**src/rtl/seq_divider_32b.sv**
```systemverilog
// Sequential unsigned restoring divider: one quotient bit per clock via trial subtraction.
// Shares the start/busy/done handshake of the sequential multiplier so one ALU FSM drives both.
module seq_divider_32b #(
  parameter int WIDTH = 32,
  parameter int CNT_W = 6
) (
  input  logic             clk,
  input  logic             reset,
  input  logic             start,
  input  logic [WIDTH-1:0] dividend,
  input  logic [WIDTH-1:0] divisor,
  output logic             busy,
  output logic             done,
  output logic [WIDTH-1:0] quotient,
  output logic [WIDTH-1:0] remainder,
  output logic             div_by_zero,
  output logic [1:0]       dbg_state
);

  // Handshake: start is accepted only on an edge in IDLE (operands captured there);
  // busy stays high from the cycle after acceptance through the one-cycle done pulse.
  typedef enum logic [1:0] {
    S_IDLE   = 2'd0,
    S_DIVIDE = 2'd1,
    S_DONE   = 2'd2
  } state_t;

  state_t state_q, state_d;

  logic [WIDTH-1:0] r_q;
  logic [WIDTH-1:0] q_q;
  logic [WIDTH-1:0] div_q;
  logic [CNT_W-1:0] cnt_q;

  logic             accept;
  logic             last_step;
  logic [WIDTH:0]   r_shift;
  logic             borrow;
  logic [WIDTH-1:0] r_next;
  logic [WIDTH-1:0] q_next;

  assign accept    = (state_q == S_IDLE) && start;
  assign last_step = (cnt_q == CNT_W'(WIDTH - 1));
  assign dbg_state = state_q;

  // The partial remainder is always below the divisor, so WIDTH bits hold it between
  // steps; only the shifted trial value needs the extra bit.
  assign r_shift = {r_q, q_q[WIDTH-1]};
  assign borrow  = (r_shift < {1'b0, div_q});
  assign r_next  = borrow ? r_shift[WIDTH-1:0] : (r_shift[WIDTH-1:0] - div_q);
  assign q_next  = {q_q[WIDTH-2:0], ~borrow};

  always_ff @(posedge clk or posedge reset) begin
    if (reset) state_q <= S_IDLE;
    else       state_q <= state_d;
  end

  always_comb begin
    state_d = state_q;
    busy    = 1'b0;
    done    = 1'b0;
    case (state_q)
      S_IDLE: begin
        if (start) state_d = (divisor == '0) ? S_DONE : S_DIVIDE;
      end
      S_DIVIDE: begin
        busy = 1'b1;
        if (last_step) state_d = S_DONE;
      end
      S_DONE: begin
        busy    = 1'b1;
        done    = 1'b1;
        state_d = S_IDLE;
      end
      default: state_d = S_IDLE;
    endcase
  end

  always_ff @(posedge clk or posedge reset) begin
    if (reset) begin
      r_q         <= '0;
      q_q         <= '0;
      div_q       <= '0;
      cnt_q       <= '0;
      quotient    <= '0;
      remainder   <= '0;
      div_by_zero <= 1'b0;
    end else if (accept) begin
      div_q       <= divisor;
      div_by_zero <= (divisor == '0);
      r_q         <= '0;
      q_q         <= dividend;
      cnt_q       <= '0;
      if (divisor == '0) begin
        quotient  <= '1;
        remainder <= dividend;
      end
    end else if (state_q == S_DIVIDE) begin
      r_q   <= r_next;
      q_q   <= q_next;
      cnt_q <= cnt_q + 1'b1;
      if (last_step) begin
        quotient  <= q_next;
        remainder <= r_next;
      end
    end
  end

endmodule

```
**config.mk**
```make
export PLATFORM = sky130hd
export DESIGN_NAME = seq_divider_32b
export DESIGN_NICKNAME = d
export VERILOG_FILES = /design/src/rtl/seq_divider_32b.sv
export SDC_FILE = /design/constraint.sdc
export NUM_CORES = 1
export LEC_CHECK = 0
export CAP_MARGIN = 20
export CORE_ASPECT_RATIO = 0.75
export CORE_MARGIN = 3
export CORE_UTILIZATION = 40
export DETAILED_ROUTE_END_ITERATION = 10
export PLACE_DENSITY = 0.69
export SYNTH_ARGS = -nofsm -noshare
export SYNTH_HDL_FRONTEND = slang
export SYNTH_SLANG_ARGS = --single-unit
```
**constraint.sdc**
```tcl
create_clock -name clk -period 5.3 [get_ports clk]
set_input_delay 0.53 -clock clk [delete_from_list [all_inputs] [get_ports clk]]
set_output_delay 0.53 -clock clk [all_outputs]
set_load 0.02 [all_outputs]
```
Figure 1. Cell classes on the final placement.
Bar = 50 um.
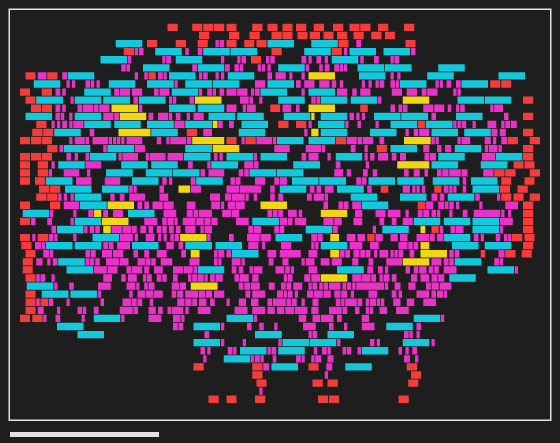
Key: sequential cells = cyan [cells 169, share of their area 38%]; clock drivers and dummy loads = yellow [cells 31, share of their area 5.4%]; remaining buffers and delay cells = red [cells 145, share of their area 13%]; combinational and other logic = magenta [cells 780, share of their area 43%]

Figure 2. Clock network drawn from the DEF.
Bar = 50 um.
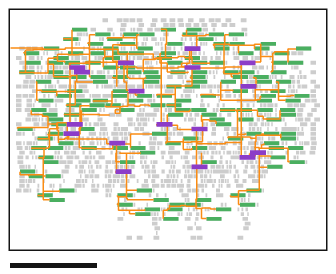
Key: clock drivers = purple [count 17]; flip-flops = green [count 169]; clock wires = orange [length 2,220 um]
Position of the flops: widely spread. There are 18 routed clock nets.

==> run summary <==
The synthesis and PnR run went through. Per the hold report, the tightest min-delay path originates at remainder[15]$_DFFE_PP0P_. From left edge to right edge, the die measures between 150 and 200 um. For this run, the slowest stage of the critical path takes 410 ps. Met2 usage landed at 0.312. Summing all multiplexer cells gives an area fraction of 0.0609.

Share of the clock period used by the worst path after layout landed at 0.668. Total area of multi-input combinational cells landed at between 4000 and 5000 sq um. Portion of the post-synthesis area used by sequential elements landed at 0.457. Switching power as a share of total power landed at 0.451. Number of nets with antenna violations after routing landed at 0.

STA classifies the critical path startpoint as a register. Minimum setup slack among reg-to-reg paths landed at roughly 1800 ps. By instance count after routing, the leading logic cell types are sky130_fd_sc_hd__dfrtp_1 (169), sky130_fd_sc_hd__nand2_1 (149), sky130_fd_sc_hd__clkdlybuf4s50_1 (135), sky130_fd_sc_hd__o21ai_0 (123), sky130_fd_sc_hd__a21oi_1 (96). Entering global routing, the biggest net connects between 100 and 150 pins. The run finished with clean final reports. Per the detailed-route log, wirelength across all metal layers totals between 20 and 30 mm. Total number of tap cells landed at a little under 300. Share of synthesized cell area in and, or, nand and nor gates landed at 0.143. Logic depth of the worst setup path including buffers landed at 13.

The area growth from synthesis to layout is 23.2%. Number of fill cells in the layout landed at 2,060. Hold is met by 499 ps. Setup slack at placement landed at between 1500 and 2000 ps. Post-synthesis cell area landed at 9260 sq um. Total DRC errors in the routed layout landed at 0. Number of signal-net inverters in the final layout landed at 43. The number of warnings reported in the stage logs is 30. The layout stage reports a final design area of about 11,000 sq um.

The detailed placer reported the number of placed instances as 1,388. Once layout is complete, the utilization of the core stands at 0.509. After the flow finishes, the layout carries non-filler instances totaling about 1,400. Among all cell types in the netlist, the one instantiated most often is sky130_fd_sc_hd__dfrtp_1.

Worst-case headroom to the max-slew limit landed at 0.331. For this design the ratio of total power to cell area is approximately 630 nW/um^2. Net count after synthesis landed at 1,115.
Power and IR drop assume default switching activity.
